Design hc21_int_ack_ctrl, sky130hd; sources not shown.
Run 1, supply network:
Pins as bars on the die edge.
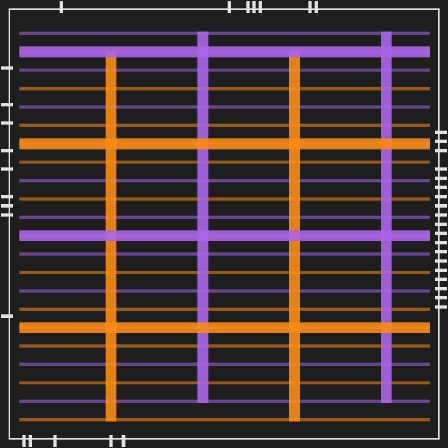
| colour | net |
|---|---|
| purple | VDD |
| orange | VSS |
rows: 21
met4 straps: 4
met5 straps: 4
Die Height: 63.3 um
Worst IR Drop VDD: 287 uV

Run 1, gate families picked out:
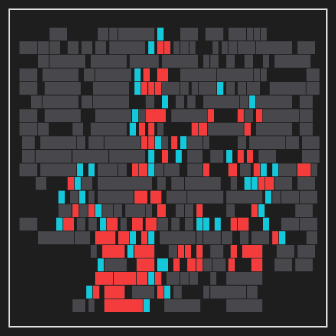
| colour | family | cells |
|---|---|---|
| red | nand cells | 69 |
| cyan | inv cells | 43 |
most frequent logic cell in the layout: sky130_fd_sc_hd__dfxtp_1
Comb/total area: 0.394
fin cells: 343

Run 1, sequential cells coloured by netlist name:
Other sequential cells in the stronger grey, the rest of the logic in the fainter grey.
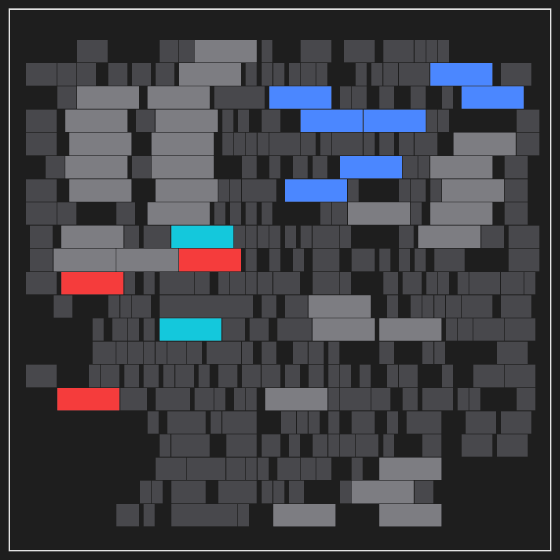
| colour | netlist name | sequential cells |
|---|---|---|
| red | `lvl_q` | 3 |
| blue | `mask_q` | 7 |
| cyan | `state_q` | 2 |
fraction of area in registers: 0.344
power in sequential cells: 0.000692 W

Run 1, clock nets:
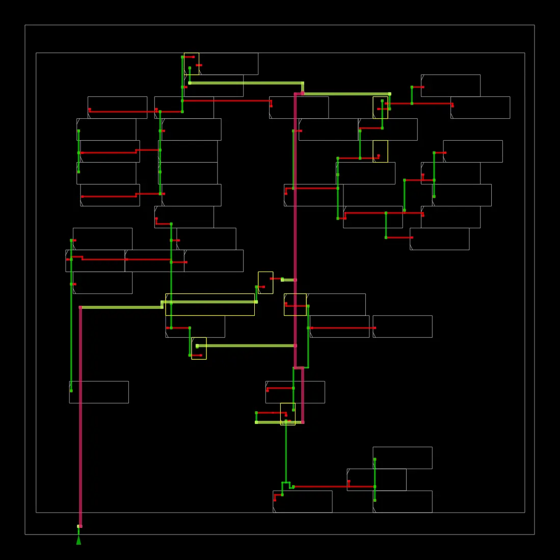
tally of clock buffers in the finished layout: 6
sequential cells: 42
clock insertion delay at the later pin of the skew report: 0.42 ns
clock net sink count: 42

==> Implementation_results.wiki, run 1 <==
=== Physical design figures ===
{| class="wikitable"
! Metric !! Value
|-
| Status || finished clean
|-
| CTS Buf Count || 5
|-
| Ratio of routed vias to standard cells || 4.97
|-
| Synthesized area per cell || 7.78 um^2
|-
| Max Root-Sink Buffers || 2
|-
| Worst Hold Depth || 1
|-
| Number of top-level pins || 40
|-
| Critical path buffers and inverters || 2
|-
| Number of enable-type register cells in the synthesized netlist || 0
|-
| Arrival time of data at the critical path endpoint || 2.43 ns
|-
| Power consumption || 0.00122 W
|-
| Number of setup violations in the final report || 0
|-
| Synthesis Warnings || 0
|-
| GRT met3 Usage || 0.0616
|-
| FF+latch count, synth || 42
|-
| Maximum achievable frequency || 449 MHz
|-
| Max-cap viol count || 0
|-
| Portion of the post-synthesis area used by sequential elements || 0.422
|-
| Kind of cell with the highest combined delay on the critical path || simple AND/OR/NAND/NOR gates
|-
| Wire length per cell || 11.8 um
|-
| Fraction of final layout cells sized beyond drive strength 1 || 0.253
|-
| Total of plain and repair buffers excluding clock buffers || 38
|-
| Via count of the first global-routing pass || 1632
|-
| Final slew viol count || 0
|-
| Number of logic inverters in the finished layout || 43
|-
| Distinct cells, synth || 35
|-
| Top cells by area || sky130_fd_sc_hd__dfxtp_1, sky130_fd_sc_hd__nand2_1, sky130_fd_sc_hd__inv_1, sky130_fd_sc_hd__nor2_1, sky130_fd_sc_hd__or2_2
|-
| Number of well-tap cells placed || 46
|-
| Setup slack of the worst register-to-register path || 0.27 ns
|-
| Residual DRC || 0
|-
| Most common reg cell || sky130_fd_sc_hd__dfxtp_1
|-
| Worst hold margin || 0.285 ns
|-
| Largest stage delay on the critical path || 0.40 ns
|-
| Clock period minus worst slack || 2.23 ns
|-
| Non-clock buffers, area share || 0.144
|-
| R2r worst-path depth || 13
|-
| Most utilized layer in the global route result || met2
|-
| Top cells excl fill/tap || sky130_fd_sc_hd__dfxtp_1, sky130_fd_sc_hd__nand2_1, sky130_fd_sc_hd__inv_1
|-
| Crit share post-route || 0.891
|-
| Final sum of negative setup slack || 0 ns
|-
| Depth of the CTS H-tree || 2
|-
| Final #Nets || 328
|-
| Most frequent cell on the critical path || sky130_fd_sc_hd__nand2_1
|-
| Count of standard-cell rows || 21
|-
| Placed cell areas || 2380 um^2
|-
| OpenROAD warnings || 28
|-
| Die Wd || 63.3 um
|-
| Area Growth Syn to Fin || 22.9%
|}
==> run 1: worst reg2reg max path: stages (launching register included) <==
cell	delay, ns
sky130_fd_sc_hd__dfxtp_1	0.38
sky130_fd_sc_hd__nand2_1	0.12
sky130_fd_sc_hd__nand2_1	0.09
sky130_fd_sc_hd__nor2_1	0.20
sky130_fd_sc_hd__inv_1	0.14
sky130_fd_sc_hd__ha_1	0.40
sky130_fd_sc_hd__nand3_2	0.09
sky130_fd_sc_hd__nand2_1	0.07
sky130_fd_sc_hd__inv_2	0.04
sky130_fd_sc_hd__nand2_4	0.08
sky130_fd_sc_hd__nand2_4	0.07
sky130_fd_sc_hd__nor2_2	0.12
sky130_fd_sc_hd__nand2_1	0.07
sky130_fd_sc_hd__a21oi_1	0.13
==> run 1: cell families (layout without fill, tap and decap cells) <==
kind of cell               after synthesis  in the layout  share of synthesized area
adders and majority gates                2              2                     0.0126
and+or+nand+nor                        123            123                      0.345
other                                    1              1                    0.00188
buffers and inverters                   48             89                     0.0936
DFF                                     42             42                      0.422
AOI/OAI and AO/OA                       40             40                      0.125
==> run 1: power by group <==
group / leakage [nW] / switching, W / total, W / internal, W
registers: 0.343 / 0.00000547 / 0.000692 / 0.000687
clock network: 0.0392 / 0.000215 / 0.000388 / 0.000173
logic: 0.714 / 0.0000788 / 0.000139 / 0.0000605
==> run 1: metal layers <==
metal	routed length [um]	part of all wire
met1	1910	0.47
met2	1800	0.44
met3	248	0.061
met4	104	0.026
met5	0	0
==> run 1: stage by stage <==
step | cells | util
floorplan | 256 | -
global placement | 335 | 0.686
detailed placement | 335 | 0.686
CTS | 343 | 0.706
global route | 343 | 0.706
finish | 343 | 0.706
==> inputs of run 2 (changes only) <==
--- a/config.mk
+++ b/config.mk
@@ -7,10 +7,10 @@
 export LEC_CHECK = 0
 export ABC_AREA = 1
 export CAP_MARGIN = 20
-export CORE_UTILIZATION = 53
-export CTS_BUF_LIST = sky130_fd_sc_hd__clkbuf_2
+export CORE_UTILIZATION = 51
+export CTS_BUF_LIST = sky130_fd_sc_hd__clkbuf_16
 export DETAILED_ROUTE_END_ITERATION = 12
-export PLACE_DENSITY = 0.84
+export PLACE_DENSITY = 0.81
 export SLEW_MARGIN = 40
 export SYNTH_ARGS = -nofsm -noshare
 export SYNTH_HDL_FRONTEND = slang
Run 2, M1 wires:
Supply wires on this layer in grey.
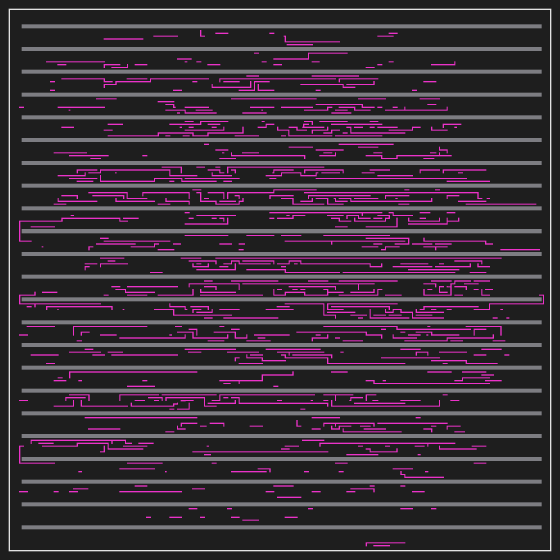
nets with wire on the layer: 300
share of all routed wire: 43%
longest straight run: 34.0 um
wire length on this layer: 1830 um
main direction: horizontal
vias post-DR: 1733
total wirelength of the detailed-routed design: 4.24 mm
Global Route met1 Usage: 0.249

==> run 2 against run 1 <==
Net effect: count of clock-buffer cells in the layout shrank 1; critical path depth decreased by 1; largest power group unchanged; cell area is 3.1% higher; fmax is 0.89% lower; flip-flop count unchanged; register-to-register slack worse by 0.02 ns; critical endpoint is now cpu_data_out[2]$_SDFF_PP0_; die area rose by 3.8%; synthesized cell count unchanged; via count grew 1.6%; worst hold slack worse by 0.028 ns.
==> Implementation_results.wiki, run 2 <==
=== Physical design figures ===
{| class="wikitable"
! Metric !! Value
|-
| Final slew viol count || 0 (unchanged)
|-
| Placed cell areas || 2380 um^2 (+0.11%)
|-
| Wire length per cell || 12.3 um (+4.1%)
|-
| Fraction of final layout cells sized beyond drive strength 1 || 0.250 (-0.00253)
|-
| Non-clock buffers, area share || 0.140 (-0.00429)
|-
| Distinct cells, synth || 35 (unchanged)
|-
| FF+latch count, synth || 42 (unchanged)
|-
| Clock insertion delay at the later pin of the skew report || 0.28 ns (-0.14 ns)
|-
| Portion of the post-synthesis area used by sequential elements || 0.422 (unchanged)
|-
| Sequential cells || 42 (unchanged)
|-
| Tally of clock buffers in the finished layout || 5 (-1)
|-
| R2r worst-path depth || 12 (-1)
|-
| Setup slack of the worst register-to-register path || 0.25 ns (-0.02 ns)
|-
| Critical path buffers and inverters || 2 (unchanged)
|-
| OpenROAD warnings || 28 (unchanged)
|-
| Status || finished clean
|-
| Number of setup violations in the final report || 0 (unchanged)
|-
| Total of plain and repair buffers excluding clock buffers || 38 (unchanged)
|-
| Clock net sink count || 42 (unchanged)
|-
| Ratio of routed vias to standard cells || 5.04 (+1.3%)
|-
| Kind of cell with the highest combined delay on the critical path || simple AND/OR/NAND/NOR gates
|-
| Residual DRC || 0 (unchanged)
|-
| Synthesis Warnings || 0 (unchanged)
|-
| Final sum of negative setup slack || 0 ns (unchanged)
|-
| CTS tree || yes
|-
| Depth of the CTS H-tree || 2 (unchanged)
|-
| Top cells excl fill/tap || sky130_fd_sc_hd__dfxtp_1, sky130_fd_sc_hd__nand2_1, sky130_fd_sc_hd__inv_1
|-
| Max-cap viol count || 0 (unchanged)
|-
| Number of enable-type register cells in the synthesized netlist || 0 (unchanged)
|-
| Maximum achievable frequency || 445 MHz (-0.89%)
|-
| Crit share post-route || 0.899 (+0.00797)
|-
| Via count of the first global-routing pass || 1681 (+3.0%)
|-
| Final #Nets || 328 (unchanged)
|-
| Clock period minus worst slack || 2.25 ns (+0.0199 ns)
|-
| Comb/total area || 0.382 (-0.0117)
|-
| Count of standard-cell rows || 22 (+4.8%)
|-
| Area Growth Syn to Fin || 26.6%
|-
| Fraction of area in registers || 0.333 (-0.0102)
|-
| Largest stage delay on the critical path || 0.40 ns (about the same)
|-
| Top cells by area || sky130_fd_sc_hd__dfxtp_1, sky130_fd_sc_hd__nand2_1, sky130_fd_sc_hd__inv_1, sky130_fd_sc_hd__nor2_1, sky130_fd_sc_hd__or2_2
|-
| Synthesized area per cell || 7.78 um^2 (unchanged)
|-
| Number of well-tap cells placed || 48 (+4.3%)
|-
| Worst hold margin || 0.257 ns (-0.0282 ns)
|-
| Max Root-Sink Buffers || 2 (unchanged)
|-
| Number of top-level pins || 40 (unchanged)
|-
| Most frequent logic cell in the layout || sky130_fd_sc_hd__dfxtp_1
|-
| Worst Hold Depth || 1 (unchanged)
|-
| Most common reg cell || sky130_fd_sc_hd__dfxtp_1
|}
Run 2, supply network:
Pins as bars on the die edge.
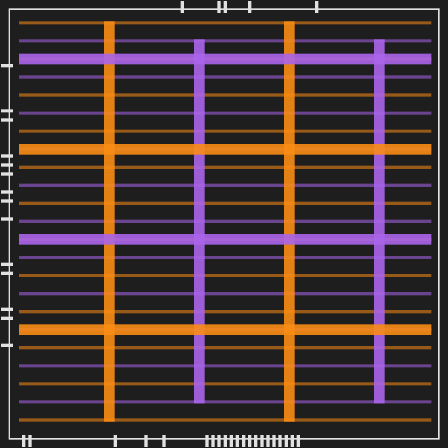
| colour | net |
|---|---|
| orange | VSS |
| purple | VDD |
rows: 22
met1 rails: 23
signal pins: 40
Worst IR Drop VDD: 527 uV
Die Height: 64.5 um
Die Wd: 64.5 um

[run 2: cell counts after synthesis]
Identical to the previous run, type by type.
[run 2: stage by stage]
stage                     std cells  total power [W]
after floorplan                 256         0.000785
after global placement          337         0.000843
after detailed placement        337         0.000845
after CTS                       344          0.00146
after global routing            344          0.00150
final                           344          0.00144
[run 2: power breakdown]
part / switching, W / leakage, nW / internal [W]
clock network: 0.000248 / 0.0619 / 0.000363
logic: 0.0000790 / 0.714 / 0.0000605
registers: 0.00000509 / 0.343 / 0.000686
[run 2: worst register-to-register path, cell delays in order, from the launching register on]
cell and delay (ns):
sky130_fd_sc_hd__dfxtp_1 0.40, sky130_fd_sc_hd__inv_1 0.09, sky130_fd_sc_hd__nand2_1 0.06, sky130_fd_sc_hd__a21oi_1 0.05, sky130_fd_sc_hd__o21ba_2 0.20, sky130_fd_sc_hd__nor2_1 0.21, sky130_fd_sc_hd__inv_1 0.07, sky130_fd_sc_hd__ha_1 0.29
sky130_fd_sc_hd__nand4_2 0.18, sky130_fd_sc_hd__nand4_1 0.21, sky130_fd_sc_hd__nand3_1 0.09, sky130_fd_sc_hd__nand2_1 0.08, sky130_fd_sc_hd__nor2_1 0.05
[run 2: routing by layer]
metal | GRT usage | routed length [um] | up-vias
li1 | - | - | 892
met1 | 0.249 | 1830 | 795
met2 | 0.417 | 2150 | 36
met5 | 0 | 0 | -
met4 | 0.0972 | 87 | 0
met3 | 0.0528 | 174 | 10
[run 2: logic make-up after synthesis]
logic type / synth area share
other: 0.00188
adders and majority gates: 0.0126
AOI/OAI and AO/OA: 0.125
and+or+nand+nor: 0.345
buffers and inverters: 0.0936
DFF: 0.422
Power figures rest on the tool's default switching activity, not on a simulated workload.
